**Run 1: the clock network**

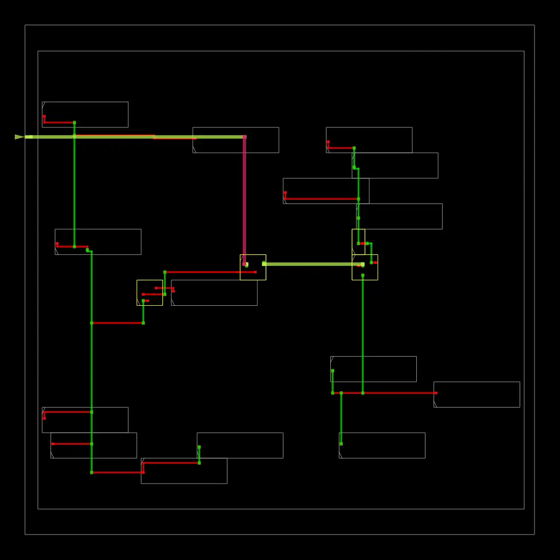
**Run 1: met2 routing**

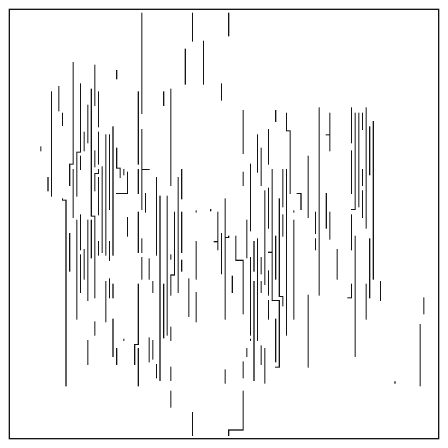
**Run 1: placed cells, one color a class**

Scale bar: 20 um. Fill, decap, tap and diode cells in gray.
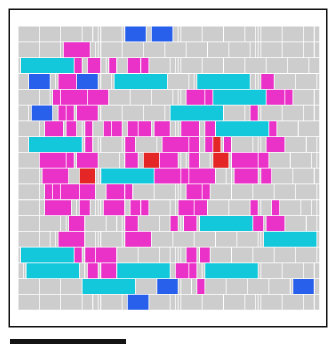
--- config.mk ---
export PLATFORM = sky130hd
export DESIGN_NAME = pulse_stretcher
export DESIGN_NICKNAME = d
export VERILOG_FILES = /design/src/rtl/pulse_stretcher.sv
export SDC_FILE = /design/constraint.sdc
export NUM_CORES = 1
export LEC_CHECK = 0
export CAP_MARGIN = 20
export CORE_UTILIZATION = 35
export DETAILED_ROUTE_END_ITERATION = 6
export PLACE_DENSITY = 0.55
export SETUP_SLACK_MARGIN = 0.3
export SYNTH_ARGS = -nofsm -noshare
export SYNTH_HDL_FRONTEND = slang
export SYNTH_SLANG_ARGS = --single-unit
--- constraint.sdc ---
create_clock -name Clk -period 3.4 [get_ports Clk]
set_input_delay 0.34 -clock Clk [delete_from_list [all_inputs] [get_ports Clk]]
set_output_delay 0.34 -clock Clk [all_outputs]
set_load 0.02 [all_outputs]
--- src/rtl/pulse_stretcher.sv ---
// Turns single-cycle request pulses into timed output windows: HOLD cycles high, then GAP cycles low.
// Requests that arrive mid-window are queued in a saturating pending counter; a drop sets the sticky Ovf flag.
module pulse_stretcher #(
  parameter int HOLD     = 8,
  parameter int GAP      = 4,
  parameter int CNT_W    = 8,
  parameter int PEND_MAX = 3,
  parameter int PEND_W   = 2
) (
  input  logic              Clk,
  input  logic              rst,
  input  logic              Pulse,
  input  logic              Clr,
  output logic              S,
  output logic              Busy,
  output logic [PEND_W-1:0] Pend,
  output logic              Ovf
);

  // state   | meaning
  // IDLE    | no window active, waiting for a pulse
  // HOLD    | output high, counter holds remaining high cycles
  // GAP     | output low between windows, counter holds remaining low cycles
  localparam logic [1:0] ST_IDLE = 2'd0;
  localparam logic [1:0] ST_HOLD = 2'd1;
  localparam logic [1:0] ST_GAP  = 2'd2;

  localparam logic [CNT_W-1:0]  HOLD_LD  = CNT_W'(HOLD);
  localparam logic [CNT_W-1:0]  GAP_LD   = CNT_W'(GAP);
  localparam logic [CNT_W-1:0]  CNT_ONE  = CNT_W'(1);
  localparam logic [PEND_W-1:0] PEND_TOP = PEND_W'(PEND_MAX);
  localparam logic [PEND_W-1:0] PEND_ONE = PEND_W'(1);

  logic [1:0]        state, state_nxt;
  logic [CNT_W-1:0]  cnt, cnt_nxt;
  logic [PEND_W-1:0] pend, pend_nxt;
  logic              last_gap, pend_full, drop, ovf_nxt;

  assign last_gap  = (state == ST_GAP) && (cnt == CNT_ONE);
  assign pend_full = (pend == PEND_TOP);
  // The last GAP cycle either consumes the new pulse directly or trades it for a queued one, so it never drops.
  assign drop      = Pulse && pend_full &&
                     ((state == ST_HOLD) || ((state == ST_GAP) && !last_gap));
  assign ovf_nxt   = drop ? 1'b1 : (Clr ? 1'b0 : Ovf);

  always_comb begin
    state_nxt = state;
    cnt_nxt   = cnt;
    pend_nxt  = pend;
    case (state)
      ST_IDLE: begin
        if (Pulse) begin
          state_nxt = ST_HOLD;
          cnt_nxt   = HOLD_LD;
        end
      end
      ST_HOLD: begin
        if (cnt == CNT_ONE) begin
          state_nxt = ST_GAP;
          cnt_nxt   = GAP_LD;
        end else begin
          cnt_nxt = cnt - CNT_ONE;
        end
        if (Pulse && !pend_full) pend_nxt = pend + PEND_ONE;
      end
      ST_GAP: begin
        if (cnt == CNT_ONE) begin
          if (pend != '0) begin
            state_nxt = ST_HOLD;
            cnt_nxt   = HOLD_LD;
            if (!Pulse) pend_nxt = pend - PEND_ONE;
          end else if (Pulse) begin
            state_nxt = ST_HOLD;
            cnt_nxt   = HOLD_LD;
          end else begin
            state_nxt = ST_IDLE;
            cnt_nxt   = '0;
          end
        end else begin
          cnt_nxt = cnt - CNT_ONE;
          if (Pulse && !pend_full) pend_nxt = pend + PEND_ONE;
        end
      end
      default: begin
        state_nxt = ST_IDLE;
        cnt_nxt   = '0;
      end
    endcase
  end

  always_ff @(posedge Clk or negedge rst) begin
    if (!rst) begin
      state <= ST_IDLE;
      cnt   <= '0;
      pend  <= '0;
      Ovf   <= 1'b0;
      S     <= 1'b0;
      Busy  <= 1'b0;
    end else begin
      state <= state_nxt;
      cnt   <= cnt_nxt;
      pend  <= pend_nxt;
      Ovf   <= ovf_nxt;
      S     <= (state_nxt == ST_HOLD);
      Busy  <= (state_nxt != ST_IDLE);
    end
  end

  assign Pend = pend;

endmodule

==> results_dict.tcl, run 1 <==
# flow metrics
set metrics [dict create \
    synthArstFlopShare 1.00 \
    max_slew_margin 0.524 \
    status "finished, final reports clean" \
    yosys.stat.seqShare 0.390 \
    io_buffer_count 8 \
    finalHoldViolCount 0 \
    finalPower_mw 1.05 \
    vias_per_cell 5.35 \
    gp_congestion 0.811 \
    startpoint "cnt[1]$_DFFE_PN0P_" \
    fp_util 0.379 \
    yosysCellCount 103 \
    cts-root-to-sink-buffers 2 \
    log.warning_count 31 \
    syn_avg_cell_area_sq_um 9.35 \
    firstDrtPassIters 4 \
    ir_worst_vdd_mv 0.539 \
    dp_hpwl_mm 1.47 \
    min_path_type "in -> async" \
    h-tree-depth 1 \
    drc 0 \
    drtIter0Drc 4 \
    ff_type "dfrtp_1" \
    grt_pass1_wl_mm 3.19 \
    ys_top_cells_by_count "dfrtp_1, nor2_1, inv_1" \
    cts_setup_buffers 0 \
    antenna_found_initial 0 \
    ys_chip_area_sq_um 963 \
    syn_inst 103 \
    leakagePower_nw 0.496 \
    final_common_cell "dfrtp_1" \
    die.size.y_um 54.5 \
    io_pins 9 \
    met1_length_um 940 \
    setup_violations 0 \
    cp-start-kind "register" \
    cap_violations 0 \
    cts_resized 0 \
    worst_slew_pin_slew_ns 0.711 \
    ctsHoldBuffers 0 \
    routedWlPerCell_um 13.8 \
    required_ns 3.58 \
    fin_cells 143 \
    timing.rr.start "cnt[1]$_DFFE_PN0P_" \
    max_freq_mhz 558 \
    cts_buffers 3 \
    area_delta_synth_final_pct 13.4 \
    place_area_sq_um 1070 \
    yosysMostFrequentCell "dfrtp_1" \
    num-fill-cells 259 \
    stdcell_area_sq_um 1090 \
    crit_path_end_kind "register" \
    yosysTopAreaCellShare 0.390 \
    diodes 0 \
    fp-row-count 18 \
    clk_pin_slew_ns 0.09 \
    grt_overflow 0 \
    synth_nets 115 \
    setup_ws_ns 1.61 \
    grt_max_degree 16 \
    arrival_ns 1.97 \
    detailedPlace.worstSlack_ns 1.55 \
    cts_tree "built" \
    grt_pass1_vias 730 \
    syn-cell-area_sq_um 963 \
    slew_viol_final 0 \
    met3WireLength_um 67 \
    holdWs_ns 0.476 \
    ys_types 36 \
    dr_wl_met2_um 954 \
    die-area_sq_um 2970 \
    post-place-cells 139 \
    antenna_left 0 \
    finalSetupTns_ns 0 \
    fp.dieW_um 54.5 \
    fin_nets 126 \
]
## Picture notes: 'the clock network'
P_clk: 0.102 mW
Setup Skew: 0.00939 ns
Worst-Skew Late Latency: 0.28 ns

## Picture notes: 'met2 routing'
- longest straight run: 23.8 um
- share of all routed wire: 48%
- main direction: vertical
- wire length on this layer: 955 um
- nets with wire on the layer: 99
Total Wirelength: 1.98 mm
routed via count: 765

## Picture notes: 'placed cells, one color a class'
- remaining logic cells: magenta (cells 86)
- clock drivers and dummy loads: red (cells 4)
- remaining buffers and delay cells: blue (cells 8)
- registers: cyan (cells 15)
post-layout util: 0.429
Core Region: 2540 sq um
flop share of the area: 0.344

[run 1: worst max-delay path, cell delays in order, from the launching register on]
cell and delay (ns):
dfrtp_1 0.41, inv_1 0.10, ha_1 0.15, or3b_2 0.47, o22ai_2 0.19, a221o_1 0.23
o21ba_1 0.16
[run 1: where the power goes]
part           internal, mW  leakage (nW)  switching (mW)
combinational         0.282         0.291           0.326
clock                0.0455        0.0150          0.0564
sequential            0.256         0.190          0.0792
total                 0.584         0.496           0.462
[run 1: final timing paths]
check / depth (start not counted) / slack, ns / end
worst max-delay path: 6 / 1.61 / S$_DFF_PN0_
worst min-delay path: 1 / 0.48 / Ovf$_DFFE_PN0P_
worst max register to register: 6 / 1.61 / S$_DFF_PN0_
worst min register to register: 2 / 0.53 / Ovf$_DFFE_PN0P_
max in group asynchronous: 1 / 2.47 / cnt[1]$_DFFE_PN0P_
min in group Clk: 2 / 0.53 / Ovf$_DFFE_PN0P_
[run 1: registers in the layout, summed over array words and instances (netlist names)]
signal,cells
Busy,1
Ovf,1
Pend,2
S,1
cnt,8
state,2
[run 1: layout make-up]
cell class	instances	area [sq um]	area share
well taps	30	37.5	0.0344
clock buffers	4	26.3	0.0241
inverters	10	37.5	0.0344
multi-input cells	76	536	0.490
repair buffers	8	80.1	0.0733
flip-flops and latches	15	375	0.344
[run 1: cells by family (layout without fill, tap and decap cells)]
group | count (synthesis) | count (layout) | synth area share
compound gates | 19 | 19 | 0.147
xor+xnor | 6 | 6 | 0.0545
fa+ha+maj | 8 | 8 | 0.104
buf+inv | 12 | 22 | 0.0545
flops | 15 | 15 | 0.390
mux | 3 | 3 | 0.0312
simple gates | 40 | 40 | 0.219
[run 1: per-layer routing]
layer	global-route usage	vias to the layer above
met4	0.0513	0
met5	0	-
met2	0.252	10
met3	0.0583	2
met1	0.197	373
li1	-	380
**Run 1: cells by drive strength**

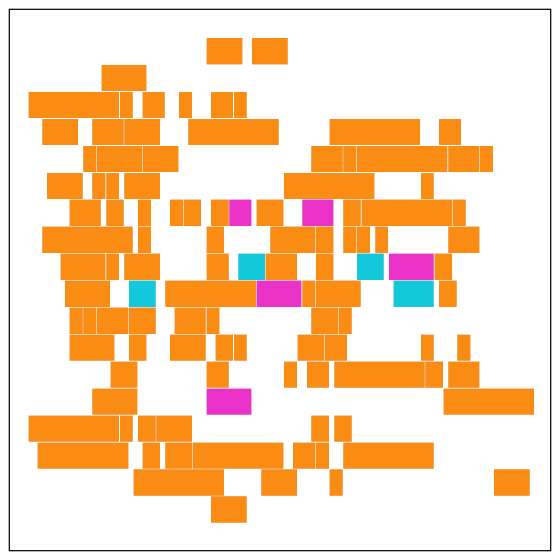

--- run 2 (diff from run 1) ---
Settings changed: PLACE_DENSITY 0.55 to 0.57.
Clock period 3.4 ns to 1.46 ns, I/O delays scaled along.
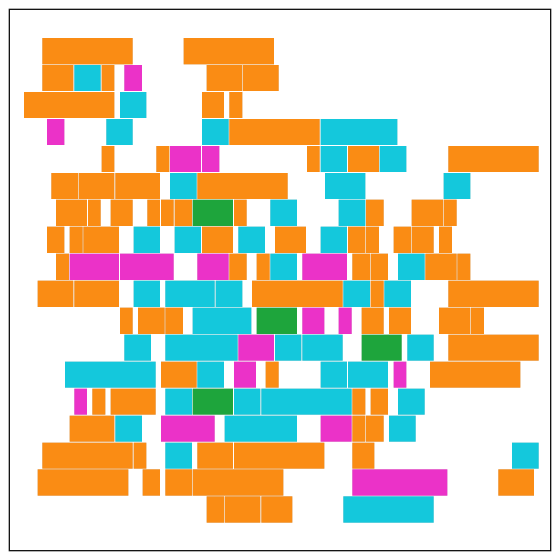
**Above:** run 2 (cells by drive strength).
- x6 and larger: green (cells 4; share 2.7%)
- x1 and smaller: orange (cells 82; share 56%)
- x2: magenta (cells 17; share 12%)
- x3 and x4: cyan (cells 43; share 29%)

==> results_dict.tcl, run 2 <==
# flow metrics
set metrics [dict create \
    status "complete, but fails checks" \
    violations "negative setup slack" \
    ys_sh_aoi 0.147 \
    ir_worst_vdd_mv 1.17 \
    ys_sh_xor 0.0545 \
    num_vias 893 \
    required_ns 1.70 \
    seq_cell_power_mw 0.749 \
    clock_skew_ns 0.0124 \
    syn_avg_cell_area_sq_um 9.35 \
    grt_pass1_vias 832 \
    largest_reg_flops 8 \
    core_sq_um 2540 \
    die.size.y_um 54.5 \
    yosysMostFrequentCell "dfrtp_1" \
    max_freq_mhz 609 \
    routed_wl_mm 2.35 \
    cpMaxStageDelayCell "dfrtp_2" \
    finalHoldViolCount 0 \
    dp_hpwl_mm 1.74 \
    ys_types 36 \
    cts-root-to-sink-buffers 2 \
    p_int_mw 1.87 \
    drtIter0Drc 19 \
    buf_share 0.226 \
    crit_path_end_kind "register" \
    antenna_found_initial 0 \
    grt_pass1_wl_mm 3.74 \
    seqPwrFrac 0.232 \
    crit_family "AND-OR/OR-AND gates" \
    io_buffer_count 8 \
    holdWs_ns 0.161 \
    syn_inst 103 \
    grt_busiest_layer "met2" \
    gp_congestion 0.816 \
    seq_cells 15 \
    fp.dieW_um 54.5 \
    synth_nets 115 \
    grt_use_met3 0.0333 \
    place_area_sq_um 1320 \
    grt.met2_usage 0.307 \
    setup_violations 15 \
    io_pins 9 \
    area_delta_synth_final_pct 52.1 \
    buffers 41 \
    r2r_slack_ns -0.18 \
    routedWlPerCell_um 13.4 \
    firstDrtPassIters 4 \
    topCombFamilyByArea "simple AND/OR/NAND/NOR gates" \
    power_leader "combinational cells" \
    synthArstFlopShare 1.00 \
    fp-row-count 18 \
    adder_share 0.104 \
    n_tap_cell 30 \
    regMostFlops "cnt" \
    h-tree-depth 1 \
    setup_ws_ns -0.183 \
    register_area_sq_um 377 \
    ff_type "dfrtp_1" \
    p_sw_mw 1.35 \
    cts_tree "built" \
]
[run 2: cell counts after synthesis]
Identical to the previous run, type by type.
[run 2: worst reg2reg max path, stage by stage (launching register included)]
cell and delay, ns:
dfrtp_2 0.46, nor4_4 0.38, nand2_2 0.16, a221o_1 0.37
o21ba_1 0.22
[run 2: worst max-delay path by stage]
| stage | depth (start not counted) | slack (ns) | start | end |
|---|---|---|---|---|
| 2_1_floorplan | 5 | -0.09 | cnt[2]$_DFFE_PN0P_ | S$_DFF_PN0_ |
| 3_5_place_dp | 4 | -0.16 | cnt[5]$_DFFE_PN0P_ | S$_DFF_PN0_ |
| 6_report | 4 | -0.18 | cnt[2]$_DFFE_PN0P_ | S$_DFF_PN0_ |
| 3_3_place_gp | 4 | -0.14 | cnt[5]$_DFFE_PN0P_ | Busy$_DFF_PN0_ |
| 4_1_cts | 6 | -0.18 | cnt[1]$_DFFE_PN0P_ | S$_DFF_PN0_ |
| 5_1_grt | 6 | -0.26 | state[1]$_DFF_PN0_ | S$_DFF_PN0_ |
[run 2: kinds of logic (layout without fill, tap and decap cells)]
kind of cell | count (synthesis) | after routing
AND-OR/OR-AND | 19 | 19
XOR/XNOR | 6 | 6
adder cells (fa/ha/maj) | 8 | 8
buffers and inverters | 12 | 55
flip-flops | 15 | 15
multiplexers | 3 | 3
AND/OR/NAND/NOR | 40 | 40
[run 2: stage by stage]
step                utilization  setup slack, ns  cells  TNS [ns]
detailed placement        0.520           -0.160    167     -1.47
global placement          0.520           -0.141    167     -1.21
CTS                       0.542           -0.180    174     -1.87
finish                    0.576           -0.183    176     -1.47
global route              0.576           -0.257    176     -2.50
floorplan                     -          -0.0859    103    -0.264
[run 2: per-layer routing]
layer,share of wire,routed length [um]
met1,0.46,1080
met2,0.51,1210
met3,0.022,51
met4,0.0047,11
met5,0,0
**Run 2: met2 routing**

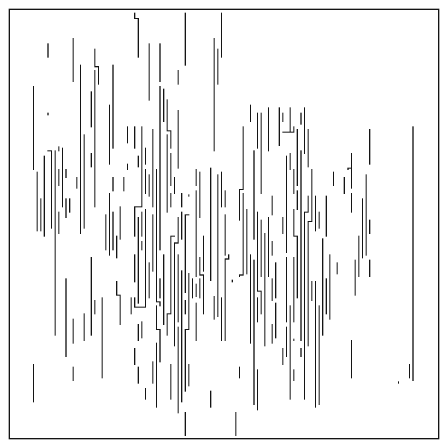

--- run 3 (diff from run 2) ---
Settings changed: PLACE_DENSITY 0.57 to 0.51.
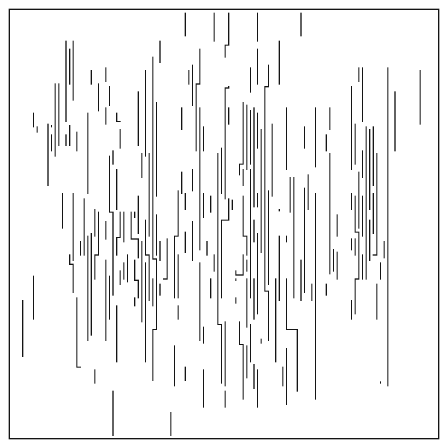
**Above:** run 3 (met2 routing).
- nets with wire on the layer: 129
- main direction: vertical
- longest straight run: 40.5 um
- wire length on this layer: 1180 um

==> results_dict.tcl, run 3 <==
# flow metrics
set metrics [dict create \
    ff_type "dfrtp_1" \
    grt_overflow 0 \
    fp-row-count 18 \
    ctsHoldBuffers 0 \
    num-fill-cells 234 \
    crit_family "simple AND/OR/NAND/NOR gates" \
    finalPower_mw 3.25 \
    diodes 0 \
    cts-root-to-sink-buffers 2 \
    synthArstFlopShare 1.00 \
    register_area_sq_um 375 \
    ir_worst_vdd_mv 1.09 \
    p_comb_mw 2.26 \
    status "complete, but fails checks" \
    yosys.stat.seqShare 0.390 \
    num_vias 883 \
    firstDrtPassIters 4 \
    p_sw_mw 1.34 \
    setup_violations 13 \
    syn_avg_cell_area_sq_um 9.35 \
    antenna_left 0 \
    seq_cell_power_mw 0.740 \
    cp-start-kind "register" \
    yosysCellCount 103 \
    seqPwrFrac 0.228 \
    drtIter0Drc 20 \
    violations "negative setup slack" \
    grt_pass1_vias 838 \
    dp_hpwl_mm 1.68 \
    timing.rr.start "cnt[5]$_DFFE_PN0P_" \
    stdcell_area_sq_um 1440 \
    cts_buffers 3 \
    crit_path_end_kind "register" \
    leakagePower_nw 0.672 \
    startpoint "cnt[5]$_DFFE_PN0P_" \
    holdWs_ns 0.157 \
    fp_util 0.379 \
    cts_tree "built" \
    largest_reg_flops 8 \
    final_common_cell "buf_4" \
    area_delta_synth_final_pct 49.0 \
    finalHoldViolCount 0 \
    regMostFlops "cnt" \
    drc 0 \
    clkPwrFrac 0.077 \
    cts_setup_buffers 2 \
    worst_slew_pin_slew_ns 0.344 \
    logic_area_sq_um 641 \
    p_comb_frac 0.695 \
    vias_per_cell 5.07 \
    syn_inst 103 \
    gp_congestion 0.728 \
    final_util 0.564 \
    netSwitchingFraction 0.412 \
    power_leader "combinational cells" \
    antenna_found_initial 0 \
    place_area_sq_um 1310 \
    required_ns 1.64 \
    die.size.y_um 54.5 \
    max_slew_margin 0.770 \
    ys_top_cells_by_count "dfrtp_1, nor2_1, inv_1" \
    clk_pin_slew_ns 0.10 \
    fp.dieW_um 54.5 \
    core_sq_um 2540 \
    yosysTopAreaCellShare 0.390 \
    worstPathCellList "or4_4 -> o22ai_4 -> nor2_1 -> o31a_1" \
    grt_pass1_wl_mm 3.76 \
    ys_chip_area_sq_um 963 \
    setup_ws_ns -0.214 \
    grt_max_degree 16 \
    mostFrequentLayoutCells "buf_4, dfrtp_1, nor2_1" \
    pg_clk_mw 0.252 \
    io_pins 9 \
    synth_nets 115 \
    cts_resized 15 \
    cap_violations 0 \
    p_int_mw 1.91 \
    yosysMostFrequentCell "dfrtp_1" \
    clk_latency_ns 0.29 \
    routed_wl_mm 2.40 \
    critPathMaxStageDelay_ns 0.57 \
    log.warning_count 34 \
    clock_skew_ns 0.0105 \
    cts.sinks 15 \
    max_freq_mhz 597 \
    min_path_type "in -> async" \
    fin_nets 157 \
    path_buffers 0 \
    h-tree-depth 1 \
    ys_types 36 \
]
==> run 3: layout make-up <==
type	count	area share
well taps	30	0.0262
multi-input cells	76	0.446
clock buffers	4	0.0183
repair buffers	39	0.221
flip-flops and latches	15	0.262
inverters	10	0.0262
==> run 3: worst register-to-register path, delay by kind of cell (launching register included) <==
| kind | cells | cell delay [ns] |
|---|---|---|
| simple gates | 2 | 0.65 |
| flops | 1 | 0.44 |
| compound gates | 2 | 0.47 |
==> run 3: final timing paths <==
kind / slack (ns) / end / depth (start not counted)
min: 0.16 / Pend[0]$_DFFE_PN0P_ / 2
min reg2reg: 0.55 / Ovf$_DFFE_PN0P_ / 2
max reg2reg: -0.21 / cnt[3]$_DFFE_PN0P_ / 4
max in group asynchronous: 1.11 / cnt[2]$_DFFE_PN0P_ / 2
min in group Clk: 0.43 / Ovf$_DFFE_PN0P_ / 2
max: -0.21 / cnt[3]$_DFFE_PN0P_ / 4
==> run 3: logic make-up after synthesis <==
logic type | share of synthesized area
simple gates | 0.219
buf+inv | 0.0545
fa+ha+maj | 0.104
mux | 0.0312
compound gates | 0.147
flops | 0.390
xor+xnor | 0.0545
==> run 3: through the flow <==
stage          TNS [ns]  setup slack [ns]  std cells
6_report          -1.83            -0.214        174
5_1_grt           -2.71            -0.273        174
3_5_place_dp      -1.58            -0.229        165
2_1_floorplan    -0.264           -0.0859        103
4_1_cts           -1.58            -0.197        171
3_3_place_gp      -1.57            -0.290        165
==> run 3: per-layer routing <==
layer,track usage,vias to the layer above,part of all wire
met1,0.227,425,0.47
met2,0.289,11,0.49
li1,-,443,-
met4,0.0641,0,0.016
met3,0.0528,4,0.025
met5,0,-,0
Power figures rest on the tool's default switching activity, not on a simulated workload.
